$ cat src/rtl/otter_io_pkg.sv
// otter_io_pkg
//   Shared definitions for the OTTER IOBUS devices. Holds the IOBUS register
//   addresses (also used by the write-side output-port logic), a register
//   selector enum with its address decoder, and a small helper that builds
//   low-order bit masks.
package otter_io_pkg;

  localparam logic [31:0] SW_ADDR   = 32'h1100_8000;
  localparam logic [31:0] BTN_ADDR  = 32'h1100_8004;
  localparam logic [31:0] PEND_ADDR = 32'h1100_8008;
  localparam logic [31:0] MASK_ADDR = 32'h1100_C010;

  // Pending/mask bit reserved for the optional switch-change interrupt.
  localparam int SW_IRQ_BIT = 31;

  typedef enum logic [2:0] {
    REG_SW   = 3'd0,
    REG_BTN  = 3'd1,
    REG_PEND = 3'd2,
    REG_MASK = 3'd3,
    REG_NONE = 3'd4
  } io_reg_e;

  // Map an IOBUS address onto the register it selects.
  function automatic io_reg_e decode_addr(input logic [31:0] addr);
    io_reg_e sel;
    case (addr)
      SW_ADDR:   sel = REG_SW;
      BTN_ADDR:  sel = REG_BTN;
      PEND_ADDR: sel = REG_PEND;
      MASK_ADDR: sel = REG_MASK;
      default:   sel = REG_NONE;
    endcase
    return sel;
  endfunction

  // 32-bit mask with the low n bits set.
  function automatic logic [31:0] low_mask(input int n);
    logic [31:0] m;
    m = 32'h0;
    for (int i = 0; i < 32; i++) begin
      if (i < n) begin
        m[i] = 1'b1;
      end else begin
        m[i] = 1'b0;
      end
    end
    return m;
  endfunction

endpackage

$ cat src/rtl/otter_io_input_port_if.sv
// otter_io_input_port_if
//   IOBUS signal bundle between the MCU and an IOBUS device.
//   iobus_addr : address driven by the MCU
//   iobus_out  : write data driven by the MCU
//   iobus_wr   : write strobe driven by the MCU
//   iobus_in   : read data returned by the device
//   Modports: master (MCU side), slave (device side).
interface otter_io_input_port_if;

  logic [31:0] iobus_addr;
  logic [31:0] iobus_out;
  logic        iobus_wr;
  logic [31:0] iobus_in;

  modport master (
    output iobus_addr,
    output iobus_out,
    output iobus_wr,
    input  iobus_in
  );

  modport slave (
    input  iobus_addr,
    input  iobus_out,
    input  iobus_wr,
    output iobus_in
  );

endinterface

$ cat src/rtl/otter_io_input_port_debounce.sv
// io_debounce
//   W-bit two-flop synchronizer followed by a per-bit stability counter.
//   A debounced bit changes only after the synchronized input has disagreed
//   with it for DB_CYCLES consecutive clocks; any agreement restarts the count.
//   Ports:
//     clk  : clock, posedge
//     RST  : synchronous active-low reset
//     raw  : asynchronous raw inputs
//     db   : registered debounced outputs
module io_debounce #(
  parameter int W         = 1,
  parameter int DB_CYCLES = 16
) (
  input  logic         clk,
  input  logic         RST,
  input  logic [W-1:0] raw,
  output logic [W-1:0] db
);

  // Counter only has to hold 0..DB_CYCLES-1; the flip happens on the step
  // that would reach DB_CYCLES.
  localparam int CNT_W = (DB_CYCLES > 1) ? $clog2(DB_CYCLES) : 1;
  localparam logic [CNT_W-1:0] CNT_LAST = CNT_W'(DB_CYCLES - 1);

  logic [W-1:0]     sync1_r;
  logic [W-1:0]     sync2_r;
  logic [W-1:0]     db_r;
  logic [CNT_W-1:0] cnt_r [W];

  // Synchronizer chain, stability counters and debounced state.
  always_ff @(posedge clk) begin
    if (!RST) begin
      sync1_r <= '0;
      sync2_r <= '0;
      db_r    <= '0;
      for (int i = 0; i < W; i++) begin
        cnt_r[i] <= '0;
      end
    end else begin
      sync1_r <= raw;
      sync2_r <= sync1_r;
      for (int i = 0; i < W; i++) begin
        if (sync2_r[i] == db_r[i]) begin
          cnt_r[i] <= '0;
        end else if (cnt_r[i] == CNT_LAST) begin
          db_r[i]  <= ~db_r[i];
          cnt_r[i] <= '0;
        end else begin
          cnt_r[i] <= cnt_r[i] + CNT_W'(1);
        end
      end
    end
  end

  assign db = db_r;

endmodule

$ cat src/rtl/otter_io_input_port.sv
// otter_io_input_port
//   IOBUS read-side responder for the OTTER buttons and switches. Debounces
//   the raw inputs, serves them to MCU loads, latches button presses into a
//   write-1-to-clear pending register and raises a masked level interrupt.
//   Ports:
//     clk      : clock, posedge
//     RST      : synchronous active-low reset
//     buttons  : raw asynchronous buttons (N_BTN)
//     switches : raw asynchronous switches (N_SW)
//     bus      : IOBUS slave (addr, write data, write strobe, read data)
//     intr     : registered interrupt request, |(pending & mask)
//   Build option: define OTTER_IO_SW_IRQ_EN to latch any debounced switch
//   change into pending[31] (gated by mask[31]); otherwise bit 31 is absent.
module otter_io_input_port
  import otter_io_pkg::*;
#(
  parameter int N_BTN     = 5,
  parameter int N_SW      = 16,
  parameter int DB_CYCLES = 16
) (
  input  logic                   clk,
  input  logic                   RST,
  input  logic [N_BTN-1:0]       buttons,
  input  logic [N_SW-1:0]        switches,
  otter_io_input_port_if.slave   bus,
  output logic                   intr
);

  // Bits of pending/mask that physically exist; all others read as 0.
`ifdef OTTER_IO_SW_IRQ_EN
  localparam logic [31:0] IMPL_MASK = low_mask(N_BTN) | (32'h1 << SW_IRQ_BIT);
`else
  localparam logic [31:0] IMPL_MASK = low_mask(N_BTN);
`endif

  logic [N_BTN-1:0] db_btn_s;
  logic [N_SW-1:0]  db_sw_s;
  logic [N_BTN-1:0] btn_prev_r;
  logic [31:0]      pend_r;
  logic [31:0]      mask_r;
  logic             intr_r;
  logic [31:0]      set_s;
  logic [31:0]      clr_s;
  logic [31:0]      pend_nxt_s;
  logic [31:0]      mask_nxt_s;
  io_reg_e          sel_s;

  io_debounce #(.W(N_BTN), .DB_CYCLES(DB_CYCLES)) u_db_btn (
    .clk (clk),
    .RST (RST),
    .raw (buttons),
    .db  (db_btn_s)
  );

  io_debounce #(.W(N_SW), .DB_CYCLES(DB_CYCLES)) u_db_sw (
    .clk (clk),
    .RST (RST),
    .raw (switches),
    .db  (db_sw_s)
  );

  assign sel_s = decode_addr(bus.iobus_addr);

`ifdef OTTER_IO_SW_IRQ_EN
  logic [N_SW-1:0] sw_prev_r;

  // Previous debounced switches, for change detection.
  always_ff @(posedge clk) begin
    if (!RST) begin
      sw_prev_r <= '0;
    end else begin
      sw_prev_r <= db_sw_s;
    end
  end
`endif

  // Next-state pending and mask: press/change sets, W1C clears, set wins.
  always_comb begin
    set_s = 32'h0;
    set_s[N_BTN-1:0] = db_btn_s & ~btn_prev_r;
`ifdef OTTER_IO_SW_IRQ_EN
    set_s[SW_IRQ_BIT] = |(db_sw_s ^ sw_prev_r);
`endif
    if (bus.iobus_wr && (sel_s == REG_PEND)) begin
      clr_s = bus.iobus_out;
    end else begin
      clr_s = 32'h0;
    end
    pend_nxt_s = ((pend_r & ~clr_s) | set_s) & IMPL_MASK;
    if (bus.iobus_wr && (sel_s == REG_MASK)) begin
      mask_nxt_s = bus.iobus_out & IMPL_MASK;
    end else begin
      mask_nxt_s = mask_r;
    end
  end

  // Edge history, pending, mask and interrupt registers.
  always_ff @(posedge clk) begin
    if (!RST) begin
      btn_prev_r <= '0;
      pend_r     <= 32'h0;
      mask_r     <= 32'h0;
      intr_r     <= 1'b0;
    end else begin
      btn_prev_r <= db_btn_s;
      pend_r     <= pend_nxt_s;
      mask_r     <= mask_nxt_s;
      intr_r     <= |(pend_nxt_s & mask_nxt_s);
    end
  end

  assign intr = intr_r;

  // Read data mux; debounced inputs are zero-extended.
  always_comb begin
    bus.iobus_in = 32'h0;
    case (sel_s)
      REG_SW:   bus.iobus_in[N_SW-1:0]  = db_sw_s;
      REG_BTN:  bus.iobus_in[N_BTN-1:0] = db_btn_s;
      REG_PEND: bus.iobus_in = pend_r;
      REG_MASK: bus.iobus_in = mask_r;
      default:  bus.iobus_in = 32'h0;
    endcase
  end

endmodule

$ cat src/flat_wrapper.sv
// flat-port wrapper written by rule: the top's interface ports become plain ports
module otter_io_input_port_flat import otter_io_pkg::*;
#(
  parameter int N_BTN     = 5,
  parameter int N_SW      = 16,
  parameter int DB_CYCLES = 16
)
  (clk, RST, buttons, switches, intr, bus_iobus_addr, bus_iobus_out, bus_iobus_wr, bus_iobus_in);
  otter_io_input_port_if bus_i ();
  input  logic clk;
  input  logic RST;
  input  logic [N_BTN-1:0] buttons;
  input  logic [N_SW-1:0] switches;
  output logic intr;
  input wire logic [$bits(bus_i.iobus_addr)-1:0] bus_iobus_addr;
  input wire logic [$bits(bus_i.iobus_out)-1:0] bus_iobus_out;
  input wire logic [$bits(bus_i.iobus_wr)-1:0] bus_iobus_wr;
  output wire logic [$bits(bus_i.iobus_in)-1:0] bus_iobus_in;
  assign bus_i.iobus_addr = bus_iobus_addr;
  assign bus_i.iobus_out = bus_iobus_out;
  assign bus_i.iobus_wr = bus_iobus_wr;
  assign bus_iobus_in = bus_i.iobus_in;
  otter_io_input_port #(.N_BTN(N_BTN), .N_SW(N_SW), .DB_CYCLES(DB_CYCLES)) u_core (.clk(clk), .RST(RST), .buttons(buttons), .switches(switches), .bus(bus_i), .intr(intr));
endmodule
$ cat config.mk
export PLATFORM = sky130hd
export DESIGN_NAME = otter_io_input_port_flat
export DESIGN_NICKNAME = d
export VERILOG_FILES = /design/src/rtl/otter_io_pkg.sv /design/src/rtl/otter_io_input_port_if.sv /design/src/rtl/otter_io_input_port_debounce.sv /design/src/rtl/otter_io_input_port.sv /design/src/flat_wrapper.sv
export SDC_FILE = /design/constraint.sdc
export NUM_CORES = 1
export LEC_CHECK = 0
export CORE_ASPECT_RATIO = 1.75
export CORE_MARGIN = 2
export CORE_UTILIZATION = 48
export DETAILED_ROUTE_END_ITERATION = 8
export GPL_TIMING_DRIVEN = 0
export PLACE_DENSITY = 0.85
export SYNTH_ARGS = -nofsm -noshare
export SYNTH_HDL_FRONTEND = slang
export SYNTH_SLANG_ARGS = --single-unit
$ cat constraint.sdc
create_clock -name clk -period 4.45 [get_ports clk]
set_input_delay 1.335 -clock clk [delete_from_list [all_inputs] [get_ports clk]]
set_output_delay 1.335 -clock clk [all_outputs]
set_load 0.02 [all_outputs]
Signal wires on met1:
(4 px per um) Supply wires on this layer in gray.
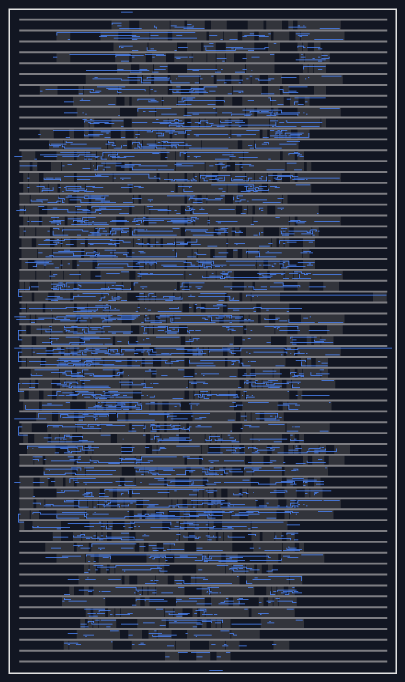
The layer carries 5500 um of wire. The layer holds 37% of the routed length. The wires run mostly horizontal. 856 nets have wire on it.
WL final: 14850 um
met1 Usage GRT: 0.2018
vias: 4905

Signal wires on met2:
(4 px per um)
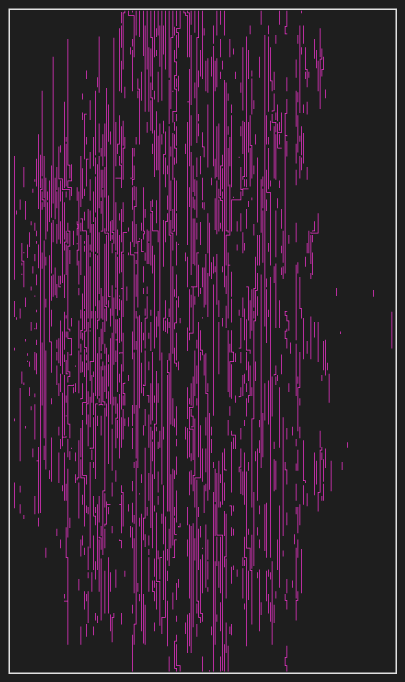
The layer holds 56% of the routed length. The longest straight run is 80.7 um. 792 nets have wire on it.
GR Util met2: 0.3521

==> reports/qor.csv <==
metric,value,unit
Die H,165.6,um
core area,14760,um^2
Sw Ratio,0.2374,
Crit path required time,3.12,ns
# rows,59,
Pre-Place Util,0.4853,
Placed Area,8526,um^2
Pins Over Slew Limit,0,
Filler Cell Count,1103,
HPWL after detailed placement,10180,um
unrepaired setup endpoints after global routing,true,
Post-Layout Cell Count,1023,
worst slew pin tran,0.7734,ns
"EDFF count, synth",84,
Via-to-Cell Ratio,4.795,
Rel. slew slack,0.4844,
yosys stat cell total,623,
power share of the clock group,0.419,
HP Class,reg -> reg,
CP Capture Type,output port,
failing checks,setup timing,
final net count,936,
Final WS setup,-0.2108,ns
Top cell excl fill/tap,conb_1,
hold slack,0.4343,ns
YS chip area,7164,um^2
CP Launch Type,primary input,
final instance area,9385,um^2
clk ins delay skew pair,0.42,ns
Setup Viol. Count Final,16,
Log Warnings,56,
antenna-violating nets left,0,
final worst path period share,1.047,
die area,15960,um^2
status,"finished, violations left",
CTS tree,yes,
crit path DAT,3.33,ns
CTS Hold Buffers Added,0,
"Core Util, Final",0.6357,
gr usage total,0.1945,
first-pass GRT wire length,23410,um
"Seq/Total Area, Yosys",0.5728,
number of global-route vias before repair,5098,
CTS root buf,clkbuf_16,
CTS Buf Count,17,
Setup Slack @ Placement,-1.485,ns
Pwr per Cell Area,343.9,nW/um^2
Gate power share,0.065,
Worst R2R Setup Slack,3.10,ns
syn avg cell area,11.50,um^2
Max Cap Viol,0,
Post-Syn Area,7164,um^2
Synth warnings,0,
Worst Skew,0.01023,ns
Leakage,4.281,nW
internal power,0.002461,W
fraction of layout cells with a size suffix above 1,0.1333,
clk slew on worst S/H paths,0.07,ns
fmax,214.6,MHz
initial antenna violation count,0,
-- power groups by stage --
stage | combinational [W] | sequential, W | clock (W)
after detailed placement | 0.000201 | 0.00170 | 0
after global placement | 0.000199 | 0.00169 | 0
after CTS | 0.000206 | 0.00167 | 0.00137
final | 0.000210 | 0.00166 | 0.00135
after global routing | 0.000233 | 0.00167 | 0.00143
after floorplan | 0.000116 | 0.00169 | 0
-- flip-flops by register name, indices dropped and copies added, names as in the netlist --
name / cells
u_core.u_db_sw.cnt_r: 64
u_core.btn_prev_r: 5
u_core.u_db_sw.db: 16
u_core.u_db_btn.cnt_r: 20
u_core.u_db_btn.sync2_r: 5
u_core.u_db_sw.sync2_r: 16
u_core.intr: 1
u_core.u_db_btn.db: 5
u_core.u_db_btn.sync1_r: 5
u_core.pend_r: 5
u_core.mask_r: 5
u_core.u_db_sw.sync1_r: 16
-- routing by layer --
layer,track usage,up-vias,part of all wire
met5,0,-,0
met4,0.09553,0,0.023
met3,0.04638,23,0.051
met2,0.3521,136,0.56
met1,0.2018,2310,0.37
li1,-,2436,-
-- cells in the mapped netlist, types with 3 or more instances --
library cell  instances  area share
edfxtp_1             84        0.35
nor2b_1              24       0.021
nor2_1               67       0.035
ha_1                 21       0.037
nor4_1                3      0.0026
mux2i_1              28       0.039
o21ai_0               6      0.0042
a22oi_1               4      0.0042
nand3_1              65       0.045
xor2_1               63       0.077
and3_1               21       0.018
clkbuf_1             13      0.0068
nand2_1               3      0.0016
dfxtp_1              79        0.22
buf_4                16       0.017
and2_1               63       0.055
inv_1                27       0.014
-- what timing repair did --
action                                  in CTS  in global routing
pin swaps                                   13                 17
endpoints found under the setup margin      16                 16
buffers inserted                             4                  7
gates cloned                                 1                  0
hold endpoints to repair                     0                  0
gates resized                              150                 21
-- critical path, cell delays in order --
cell and delay, ns:
buf_6 0.09, or4_4 0.52, or4_4 0.41, or3_4 0.38
nor2_4 0.18, buf_8 0.15, and2_4 0.14, buf_6 0.11
-- final timing paths --
check	from	end	depth (start not counted)
hold reg to reg	u_core.u_db_sw.sync1_r[13]	u_core.u_db_sw.sync2_r[13]	1
setup / recovery	bus_iobus_addr[7]	bus_iobus_in[10]	8
setup reg to reg	u_core.mask_r[1]	u_core.intr	3
hold / removal	u_core.u_db_sw.sync1_r[13]	u_core.u_db_sw.sync2_r[13]	1
-- cell families after synthesis --
group | after synthesis | synth area share
simple gates | 260 | 0.2042
flops | 163 | 0.5728
xor+xnor | 63 | 0.07702
buf+inv | 59 | 0.04034
mux | 31 | 0.04436
compound gates | 24 | 0.02358
fa+ha+maj | 21 | 0.03667
other cells | 2 | 0.001048
-- cell type report --
type                       instances  area, um^2  share of cell area
buffer                            32       198.9             0.02120
sequential                       163        4104              0.4373
timing repair buffer              87       907.1             0.09665
inverter                          27       101.3             0.01080
multi-input combinational        499        3297              0.3513
tap                              183       229.0             0.02440
clock buffer                      17       425.4             0.04533
clock inverter                    15       122.6             0.01306
-- metrics by stage --
step	TNS, ns	power (W)
5_1_grt	-3.423	0.003332
2_1_floorplan	-0.08285	0.001805
3_5_place_dp	-22.80	0.001899
3_3_place_gp	-22.50	0.001894
6_report	-2.611	0.003228
4_1_cts	-5.409	0.003239
Power is estimated from default activity; no workload was simulated.
